==> config.mk <==
export PLATFORM = sky130hd
export DESIGN_NAME = mips_cpu_multiplier
export DESIGN_NICKNAME = d
export VERILOG_FILES = /design/src/rtl/mips_cpu_multiplier.sv
export SDC_FILE = /design/constraint.sdc
export NUM_CORES = 1
export LEC_CHECK = 0
export ABC_AREA = 1
export CORE_UTILIZATION = 45
export DETAILED_ROUTE_END_ITERATION = 7
export PLACE_DENSITY = 0.69
export SYNTH_ARGS = -nofsm -noshare
export SYNTH_HDL_FRONTEND = slang
export SYNTH_SLANG_ARGS = --single-unit
==> constraint.sdc <==
create_clock -name clk -period 3.2 [get_ports clk]
set_input_delay 0.64 -clock clk [delete_from_list [all_inputs] [get_ports clk]]
set_output_delay 0.64 -clock clk [all_outputs]
set_load 0.02 [all_outputs]
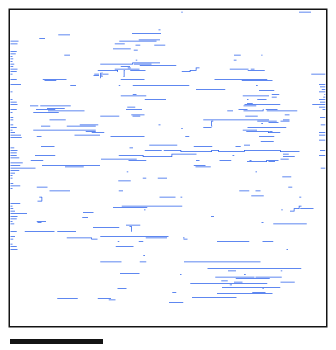
run_1/m3.png
Bar = 50 um.
share of all routed wire: 4.9%
nets with wire on the layer: 220
grt met3 use: 0.02752
aggregate routed wire length: 41990 um
total number of vias: 13890

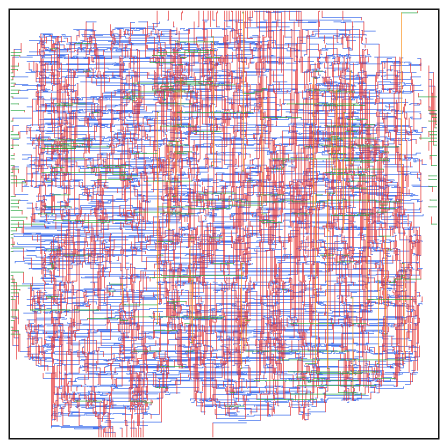
run_1/layers.png
[blue] M1 | wire length: 19600 um
[green] M3 | wire length: 2050 um
[orange] M4 | wire length: 1060 um
[red] M2 | wire length: 19300 um
GRT Total Usage: 0.2983
Avg WL per Cell: 16.05 um

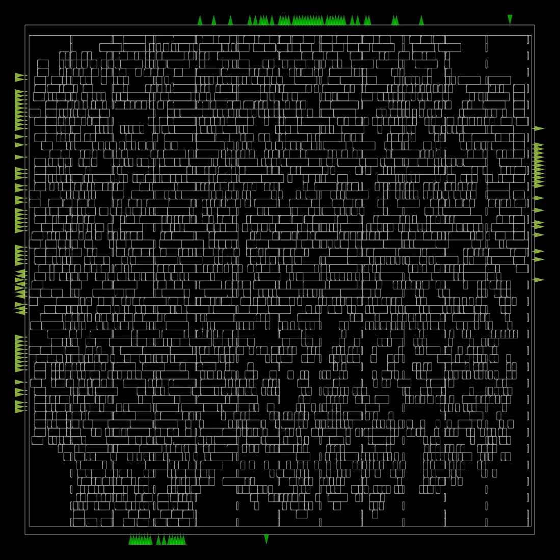
run_1/placed.png
row cnt: 60
Tap Count: 372
Finished Layout Cells: 2616
FFs & Latches: 170
final core occ: 0.5611

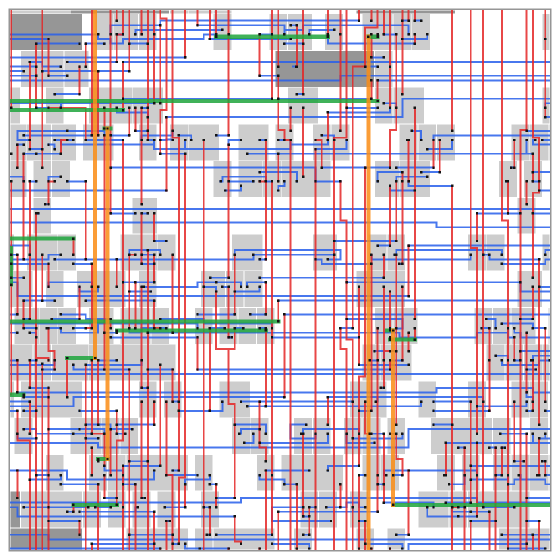
run_1/closeup.png
Region (65, 31) to (105, 71) um. Cells in grey, sequential cells in the stronger grey; small squares are vias.
[orange] M4
[blue] M1
[red] M2
[green] M3
sequential cells in the window: 3
most frequent: nand2_1 (65), inv_1 (28), nand2_2 (10)
cells with their middle in the window: 151

==> impl_metrics.yaml <==
# physical design summary
power:
  p_total_mw: 5.627
  vdd_drop_max_mv: 0.2722
  power.density_mw_per_mm2: 368.0
  pwr-share-clk: 0.377
  power.group.top: "sequential cells"
  power.leakage_nw: 6.740
  powerClk_mw: 2.12
  power.net_switching_mw: 1.913
  power_frac_seq: 0.410
  p_int_mw: 3.714
  seq_power_mw: 2.31
  p_sw_frac: 0.3399
  comb_power_mw: 1.19
  p_comb_frac: 0.212
final_timing:
  whs_ps: 463.9
  finalSetupTns_ps: 0
  finalCritPeriodShare: 0.9162
  finalSetupViolations: 0
  maxSlewViolCount: 0
  hold_viol_final: 0
  worst_slew_pin_slew_ps: 776.2
  slew_headroom: 0.4825
  fmax_mhz: 341.1
  rsz0062_at_grt: "no"
  setup_slack_ps: 268.3
  min_period_ps: 2932
  fin_skew_ps: 16.30
route:
  met3WireLength_um: 2047
  routed.top_layer: "met4"
  detail_route.first_pass.iterations: 7
  met1Wirelength_um: 19600
  ant_nets: 0
  drt_iter0_markers: 1158
  wl_met2_um: 19280
  post-route-drc-count: 0
  via_per_inst: 5.310
synthesis:
  avgSynthCellArea_um2: 6.005
  yosys_area_mm2: 0.01261
  topCombFamilyByArea: "simple AND/OR/NAND/NOR gates"
  most_common_cell: "nand2_1"
  synthArstFlopShare: 0
  yosys.area_share.simple: 0.3951
  top_cells_by_count: "nand2_1 (646), inv_1 (233), nor2_1 (197)"
  ys_ff: 170
  ys_sh_aoi: 0.1590
  synth_warnings: 0
  top_area_frac: 0.2699
  ys_seq_share: 0.2699
  synthesis.area_mm2: 0.01261
  synth-edff-count: 0
  yosys.area_share.adder: 0.04029
  syn_inst: 2100
  yosysTopAreaCell: "dfxtp_1"
  yosysCellCount: 2100
  synth.mux.area_fraction: 0
  ys_types: 58
  synth-xor-area-share: 0.03334
  top_cells_by_area: "dfxtp_1 (27%), nand2_1 (19%), a21oi_1 (7.7%), inv_1 (6.9%), nand3_1 (6.3%)"
  syn_nets: 2208
  synth-main-ff-cell: "dfxtp_1"
clock_tree:
  cts_sinks: 170
  hold_buffers: 0
  clk_path_buf_depth: 2
  insertion_delay_ps: 440
  root_buffer: "clkbuf_16"
  htreeDepth: 4
  cts_setup_buffers: 0
  cts.reportedPaths.clkPinSlew_ps: 80
  ctsResizeCount: 0
  cts_buffers: 17
  cts_tree: "done"
cells_and_area:
  antennaDiodeCount: 0
  seq_share: 0.2227
  comb_share: 0.5246
  nMultiInputCombCells: 1597
  layout.nonclk_buf_frac: 0.1195
  comb_area_mm2: 0.008021
  num-nonclk-inverters: 254
  largest_reg_flops: 64
  nClkBuffers: 17
  dominant_cells: "combinational gates"
  nets: 2339
  lay_top_count: "nand2_1"
  clockNetworkAreaShare: 0.04002
  buffers: 191
  fillers: 2845
  drive_above_1_share: 0.09626
  syn_to_final_growth_pct: 21.25
  final_cell_area_mm2: 0.01529
  regArea_mm2: 0.003406
  mostFrequentLayoutCells: "nand2_1 (641), inv_1 (232), a21oi_1 (192), nor2_1 (190), dfxtp_1 (168)"
placed_design:
  portBuffers: 133
  dp.cells: 2582
  post-place-ws_ps: -71.70
  gp_congestion: 0.9725
  dpl_cell_area_mm2: 0.01457
  dpl.hpwl_um: 33200
worst_setup_path:
  path_cells: "ha_1 -> nand2_1 -> nor2_1 -> nand2_1 -> nor2_1 -> nand2_1 -> nand4_1 -> nand3_1 -> nand2_1 -> nand2_1 -> nor2_1 -> nand2_1 -> o21ai_4 -> nand2_1 -> nand2_1 -> nand3_1 -> a21oi_2"
  reg2reg_slack_ps: 270
  endpoint_kind: "flop"
  worst-path-stages: 17
  critPathSlowestCell: "ha_1"
  cp_common_cell: "nand2_1"
  arrival_ps: 3310
  cp-start-kind: "flop"
  path_class: "flop to flop"
  critPathBufInv: 0
  critPathTopFamily: "simple AND/OR/NAND/NOR gates"
  path_max_fanout: 6
  critical-path-max-stage-delay_ps: 430
  reg2regPathDepth: 17
  required_ps: 3580
outcome:
  outcome: "complete, no violations"
global_routing:
  antenna_found_initial: 0
  use_met2: 0.4881
  busiest_layer: "met2"
  grt_max_degree: 73
  grt_use_met1: 0.4100
  grt-ovfl-total: 0
  grt_first_pass_wirelength_um: 67530
  grt_pass1_vias: 12693
floorplan:
  die_x_um: 169.4
  die_area_mm2: 0.02869
  io-pin-count: 134
  fp_util: 0.4627
  fp.coreArea_mm2: 0.02725
  die_h_um: 169.4
worst_hold_path:
  hold_class: "flop to flop"
  holdPathStages: 2
flow_run:
  openroad.warnings: 27
  drv_cap: 0
Power figures rest on the tool's default switching activity, not on a simulated workload.
